File: config.mk
export PLATFORM = sky130hd
export DESIGN_NAME = bloom_line_ager
export DESIGN_NICKNAME = d
export VERILOG_FILES = /design/src/rtl/bloom_line_ager_pkg.sv /design/src/rtl/bloom_bucket_shifter.sv /design/src/rtl/bloom_line_ager.sv
export SDC_FILE = /design/constraint.sdc
export NUM_CORES = 1
export LEC_CHECK = 0
export ABC_CLOCK_PERIOD_IN_PS = 9850
export CAP_MARGIN = 15
export CORE_ASPECT_RATIO = 1.4
export CORE_UTILIZATION = 54
export CTS_CLUSTER_SIZE = 16
export DETAILED_ROUTE_END_ITERATION = 12
export GPL_TIMING_DRIVEN = 0
export HOLD_SLACK_MARGIN = 0.15
export PLACE_DENSITY = 0.82
export SETUP_SLACK_MARGIN = 0.1
export SYNTH_ARGS = -nofsm -noshare
export SYNTH_HDL_FRONTEND = slang
export SYNTH_SLANG_ARGS = --single-unit
File: constraint.sdc
create_clock -name clk -period 9.85 [get_ports clk]
set_input_delay 1.97 -clock clk [delete_from_list [all_inputs] [get_ports clk]]
set_output_delay 1.97 -clock clk [all_outputs]
set_load 0.005 [all_outputs]
File: src/rtl/bloom_line_ager_pkg.sv
// bloom_line_ager_pkg: shared helpers for the bloom line aging engine.
package bloom_line_ager_pkg;

    function automatic int log2c(input int n);
        int r;
        r = 0;
        while ((1 << r) < n) r++;
        return r;
    endfunction

endpackage

File: src/rtl/bloom_bucket_shifter.sv
// bloom_bucket_shifter: combinational bucket-granular right shift of the bloom field.
module bloom_bucket_shifter #(
    parameter int BLOOM_W   = 48,
    parameter int BUCKET_SZ = 4,
    parameter int AGE_W     = 4
)(
    input  logic [BLOOM_W-1:0] bloom,
    input  logic [AGE_W-1:0]   age,
    output logic [BLOOM_W-1:0] bloom_out
);

    // age==NUM_BUCKETS shifts by the full field width, which yields all zeros
    assign bloom_out = bloom >> (int'(age) * BUCKET_SZ);

endmodule

File: src/rtl/bloom_line_ager.sv
// bloom_line_ager: two-stage aging pipeline for time-decaying bloom lines,
// owning the bucket/loop timebase and a saturating future-stamp error counter.
module bloom_line_ager
    import bloom_line_ager_pkg::*;
#(
    parameter int DATA_WIDTH     = 64,
    parameter int NUM_BUCKETS    = 12,
    parameter int BUCKET_SZ      = 4,
    parameter int BLOOM_INIT_POS = 16,
    parameter int ERR_CNT_W      = 16,
    localparam int BITS_SHIFT    = log2c(NUM_BUCKETS),
    localparam int LOOP_BITS     = BLOOM_INIT_POS - BITS_SHIFT
)(
    input  logic                  clk,
    input  logic                  rst_n,
    input  logic                  tick,
    input  logic                  in_valid,
    output logic                  in_ready,
    input  logic [DATA_WIDTH-1:0] in_data,
    output logic                  out_valid,
    input  logic                  out_ready,
    output logic [DATA_WIDTH-1:0] out_data,
    output logic                  out_err,
    output logic [BITS_SHIFT-1:0] cur_bucket,
    output logic [LOOP_BITS-1:0]  cur_loop,
    output logic [ERR_CNT_W-1:0]  err_count,
    input  logic                  err_count_clr
);

    localparam int BLOOM_W = DATA_WIDTH - BLOOM_INIT_POS;
    localparam int AGE_W   = LOOP_BITS + BITS_SHIFT + 1;
    localparam int SAT_W   = log2c(NUM_BUCKETS + 1);

    logic                      s1_valid, s1_future, s1_adv, wrap, future;
    logic [DATA_WIDTH-1:0]     s1_data;
    logic [SAT_W-1:0]          s1_age;
    logic [BLOOM_INIT_POS-1:0] s1_stamp;
    logic [BITS_SHIFT-1:0]     d_bucket;
    logic [LOOP_BITS-1:0]      d_loop, ld;
    logic [AGE_W-1:0]          age_full;
    logic [BLOOM_W-1:0]        bloom_aged;

    assign s1_adv   = !out_valid || out_ready;
    assign in_ready = !s1_valid || s1_adv;
    assign wrap     = cur_bucket == BITS_SHIFT'(NUM_BUCKETS - 1);

    assign d_bucket = in_data[BLOOM_INIT_POS-1 -: BITS_SHIFT];
    assign d_loop   = in_data[LOOP_BITS-1:0];
    assign ld       = cur_loop - d_loop;
    // half the loop space behind counts as past, the other half as future
    assign future   = ld[LOOP_BITS-1] || (ld == '0 && d_bucket > cur_bucket)
                   || {1'b0, d_bucket} >= (BITS_SHIFT+1)'(NUM_BUCKETS);
    assign age_full = AGE_W'(ld) * AGE_W'(NUM_BUCKETS) + AGE_W'(cur_bucket) - AGE_W'(d_bucket);

    bloom_bucket_shifter #(.BLOOM_W(BLOOM_W), .BUCKET_SZ(BUCKET_SZ), .AGE_W(SAT_W)) u_shift (
        .bloom     (s1_data[DATA_WIDTH-1:BLOOM_INIT_POS]),
        .age       (s1_age),
        .bloom_out (bloom_aged)
    );

    always_ff @(posedge clk or negedge rst_n) begin
        if (!rst_n) begin
            cur_bucket <= '0;
            cur_loop   <= '0;
        end else if (tick) begin
            cur_bucket <= wrap ? '0 : cur_bucket + 1'b1;
            if (wrap) cur_loop <= cur_loop + 1'b1;
        end
    end

    always_ff @(posedge clk or negedge rst_n) begin
        if (!rst_n) begin
            s1_valid  <= 1'b0;
            s1_future <= 1'b0;
            s1_data   <= '0;
            s1_age    <= '0;
            s1_stamp  <= '0;
            out_valid <= 1'b0;
            out_data  <= '0;
            out_err   <= 1'b0;
        end else begin
            if (in_ready) begin
                s1_valid <= in_valid;
                if (in_valid) begin
                    s1_data   <= in_data;
                    s1_future <= future;
                    s1_age    <= age_full >= AGE_W'(NUM_BUCKETS) ? SAT_W'(NUM_BUCKETS) : age_full[SAT_W-1:0];
                    s1_stamp  <= {cur_bucket, cur_loop};
                end
            end
            if (s1_adv) begin
                out_valid <= s1_valid;
                if (s1_valid) begin
                    out_data <= s1_future ? s1_data : {bloom_aged, s1_stamp};
                    out_err  <= s1_future;
                end
            end
        end
    end

    always_ff @(posedge clk or negedge rst_n) begin
        if (!rst_n) err_count <= '0;
        else if (err_count_clr) err_count <= '0;
        else if (out_valid && out_ready && out_err && err_count != '1) err_count <= err_count + 1'b1;
    end

endmodule

### Routed metal, one color a layer, run 1

Scale: 3 px per um.
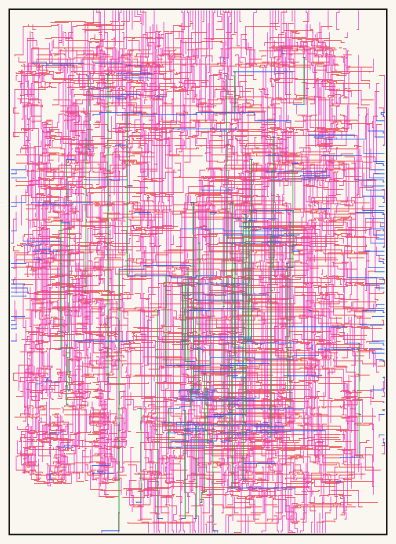
Key: met2 = magenta [wire length 18,900 um]; met3 = blue [wire length 1,620 um]; met1 = red [wire length 13,900 um]; met4 = green [wire length 1,860 um]

### Clock routing, run 1

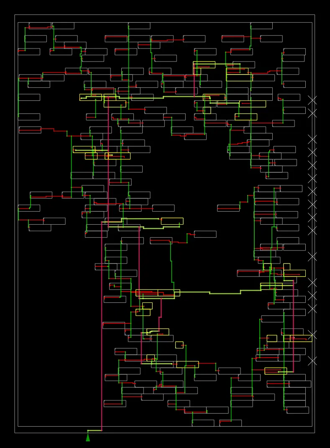
clock buf count: 20
clk latency late pin: 0.45 ns
Clk. pwr: 722 uW
CTS Buf Count: 17

==> reports/summary.txt, run 1 <==
Outcome = finished with violations
Violated checks = DRC
Worst Path Arrival = 7.98 ns
Xor and xnor area share after synthesis = 3.61%
Nets at Floorplan = 1,429
Flop share of the area = 32.6%
Die height = 175 um
Adder Area Share = 6.75%
Worst Reg-to-Reg Cells = 23
Reg area = 4600 um2
Clk_skew = 0.00978 ns
Worst hold stages = 2
Cells after synthesis = 1,300
Layout filler cell count = 1,687
Post-Synth AOI/OAI Area = 16.2%
Power density over the cells = 269 nW/um2
Critical path class = input port to register
Final Hold Violating Endpoints = 0
Die area = 21,900 um2
Yosys Warn Count = 0
Least-Margin Pin Slew = 0.953 ns
Yosys top cell by instances = nand2_1
Fraction of layout cells with a size suffix above 1 = 6.87%
Routability congestion estimate = 0.948
Slew Viols, Final = 0
Gate Area = 6320 um2
Final ANT Viol Nets = 0
CP max stage delay = 0.50 ns
Endpoints failing setup = 0
Switching part of the total = 41.3%
Post-synthesis async set-or-reset flop share = 100%
Seq share, synth = 40.1%
DRC Markers = 16
Bufs w/o clock = 237
Clock power frac = 19.0%
Critical Path Source = in_data[4]
Cell Chain, Critical Path = clkdlybuf4s50_1 -> inv_1 -> ha_1 -> and2_4 -> a221o_1 -> nor3_1 -> nor2_1 -> ha_1 -> nand2_1 -> o21ai_0 -> a31o_2 -> xor2_1 -> inv_1 -> ha_1 -> o21ai_0 -> a211oi_1 -> o311a_1 -> a211oi_1 -> nand2b_1 -> nor4_1 -> a2111o_1 -> or2_2 -> o21ai_2 -> a32o_1
Top cells by area = dfrtp_1, nand2_1, mux2i_1
RR Endpoint = s1_age[1]$_DFFE_PN0P_
Clock-cell share of area = 4.35%
Design Area, Final = 14,100 um2
# rows = 62
Synth Area per Inst = 8.84 um2
Total gr overflow = 0
Final min period = 7.59 ns
Top cell excl fill/tap = nand2_1
Met3 WL post-DR = 1.62 mm
Commonest cells post-synth = nand2_1, dfrtp_1, o21ai_0
And+or+nand+nor area frac = 18.8%
Buffer and inverter count on the worst path = 3
Worst Setup Slack, final = 2.26 ns
Vias per Instance = 5.98
Largest area class, layout = multi-input combinational cells
Final nets = 1,616
TritonCTS clock tree = done
Syn-to-layout area delta = 23.0%
Flop-to-flop setup slack = 3.74 ns
RSZ-0062 raised after global routing = no
Sequential share of power = 26.4%
Max VDD drop = 0.999 mV
Number of detailed-route iterations in the first pass = 11
WL/cell = 20.7 um
Initial antenna violation count = 0
GR peak layer = met2
Yosys Chip Area = 11,500 um2
Met1 GRT Util = 39.4%
Logic pwr share = 54.6%
Pleak = 6.60 nW
Hold Crit Start = out_data[12]$_DFFE_PN0P_
Count of different cell masters after synthesis = 88
Yosys reg bits = 184
Crit end category = register
Non-clock buffer share = 14.4%
Startpoint types = input port
### Local utilization, run 1

Scale: 2 px per um. The die is cut into 13 by 17 equal tiles; white is low, dark blue is high, 0 to 100% covered.
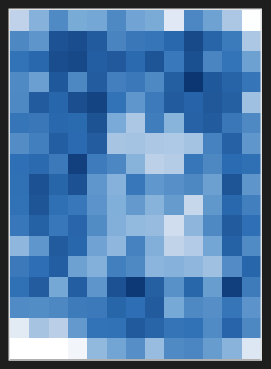
The fullest tile reaches 98%. 30% of the tiles are over 75% full. 1.8% of the tiles are nearly empty. The mean over all tiles is 63%.
core area: 20,700 um2
fp_density: 55.5%

### The metal 4 layer, run 1

Scale: 3 px per um. Supply wires on this layer in gray.
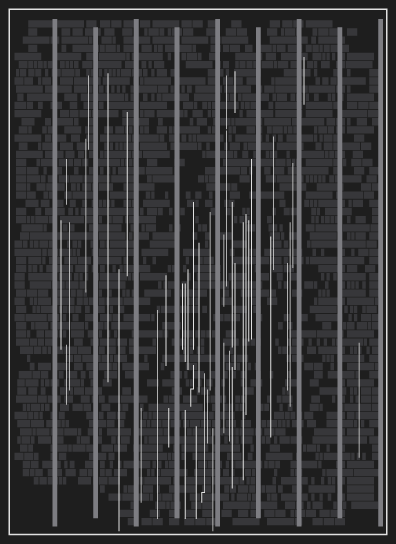
The longest straight run is 103 um. The layer holds 5.1% of the routed length. The layer carries 1,860 um of wire. 38 nets have wire on it.

### Sequential cells grouped by signal name, run 1

Scale: 3 px per um.
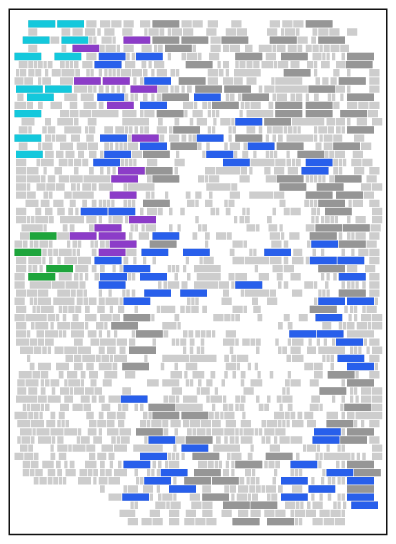

## Run 2: what changed since run 1
- ABC_CLOCK_PERIOD_IN_PS: 9850 -> 6500
- CORE_UTILIZATION: 54 -> 50
- PLACE_DENSITY: 0.82 -> 0.8
- clock period: 9.85 -> 6.5 ns (I/O delays scaled with it)
### Sequential cells grouped by signal name, run 2

Scale: 2 px per um.
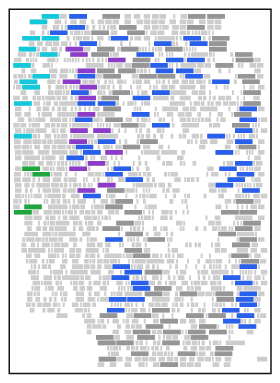
Key: `cur_bucket` = green [sequential cells 4, where middle left]; `s1_data` = blue [sequential cells 64, where widely spread]; `cur_loop` = cyan [sequential cells 12, where upper left]; `s1_stamp` = purple [sequential cells 16]
Another 88 sequential cells are not colored.
Final Core Density: 64.3%
Reg area: 4600 um2
flop share of the area: 31.8%
P_seq: 1.52 mW

==> run 2 against run 1 <==
Compared with the run above: sequential share of layout area shrank 0.82 points; critical endpoint is now s1_age[0]$_DFFE_PN0P_; critical path type unchanged; via count grew 0.47%; design area grew 2.6%; total power grew 60%; sequential power grew 52%; global-route usage shrank 2.1 points; first-iteration DRC count shrank 21%; register-to-register slack lost 2.8 ns; the run now ends clean.
==> reports/summary.txt, run 2 <==
Outcome = finished, final reports clean
Routability congestion estimate = 0.956
Layout filler cell count = 1,865
Power density over the cells = 418 nW/um2
Non-clock buffer share = 14.5%
Logic pwr share = 56.6%
DRC Markers = 0
Hold Crit Start = out_data[30]$_DFFE_PN0P_
Worst Reg-to-Reg Cells = 23
Total gr overflow = 0
Xor and xnor area share after synthesis = 3.61%
Yosys top cell by instances = nand2_1
Gate Area = 6550 um2
Initial antenna violation count = 0
Commonest cells post-synth = nand2_1, dfrtp_1, o21ai_0
RSZ-0062 raised after global routing = no
Seq share, synth = 40.1%
Yosys reg bits = 184
Pleak = 6.68 nW
Cell Chain, Critical Path = clkdlybuf4s50_1 -> ha_1 -> inv_1 -> fa_2 -> a211oi_2 -> o21ai_2 -> xor2_2 -> ha_1 -> a21oi_1 -> o221ai_2 -> xor2_1 -> inv_1 -> ha_2 -> o21ai_4 -> a211oi_2 -> o311a_1 -> a211oi_2 -> nand2b_4 -> nor4b_1 -> a2111o_1 -> or2_2 -> o21ai_2 -> a32o_1
Startpoint types = input port
Clk. pwr = 1.11 mW
Cells after synthesis = 1,300
Switching part of the total = 41.4%
Worst hold stages = 2
Synth Area per Inst = 8.84 um2
Nets at Floorplan = 1,429
Count of different cell masters after synthesis = 88
Final Hold Violating Endpoints = 0
Design Area, Final = 14,500 um2
Clock power frac = 18.3%
Yosys Chip Area = 11,500 um2
WL/cell = 20.4 um
Met1 GRT Util = 35.9%
CTS Buf Count = 17
Syn-to-layout area delta = 26.1%
Met3 WL post-DR = 1.59 mm
Flop-to-flop setup slack = 0.98 ns
Post-synthesis async set-or-reset flop share = 100%
Post-Synth AOI/OAI Area = 16.2%
Final ANT Viol Nets = 0
GR peak layer = met2
RR Endpoint = s1_age[0]$_DFFE_PN0P_
Die area = 23,600 um2
Least-Margin Pin Slew = 1.01 ns
Final min period = 6.29 ns
TritonCTS clock tree = done
Slew Viols, Final = 0
Adder Area Share = 6.75%
Core area = 22,500 um2
CP max stage delay = 0.53 ns
Clk_skew = 0.0124 ns
# rows = 65
Sequential share of power = 25.1%
Top cell excl fill/tap = nand2_1
Yosys Warn Count = 0
No activity file was given, so power comes from the tool's default toggle rates.
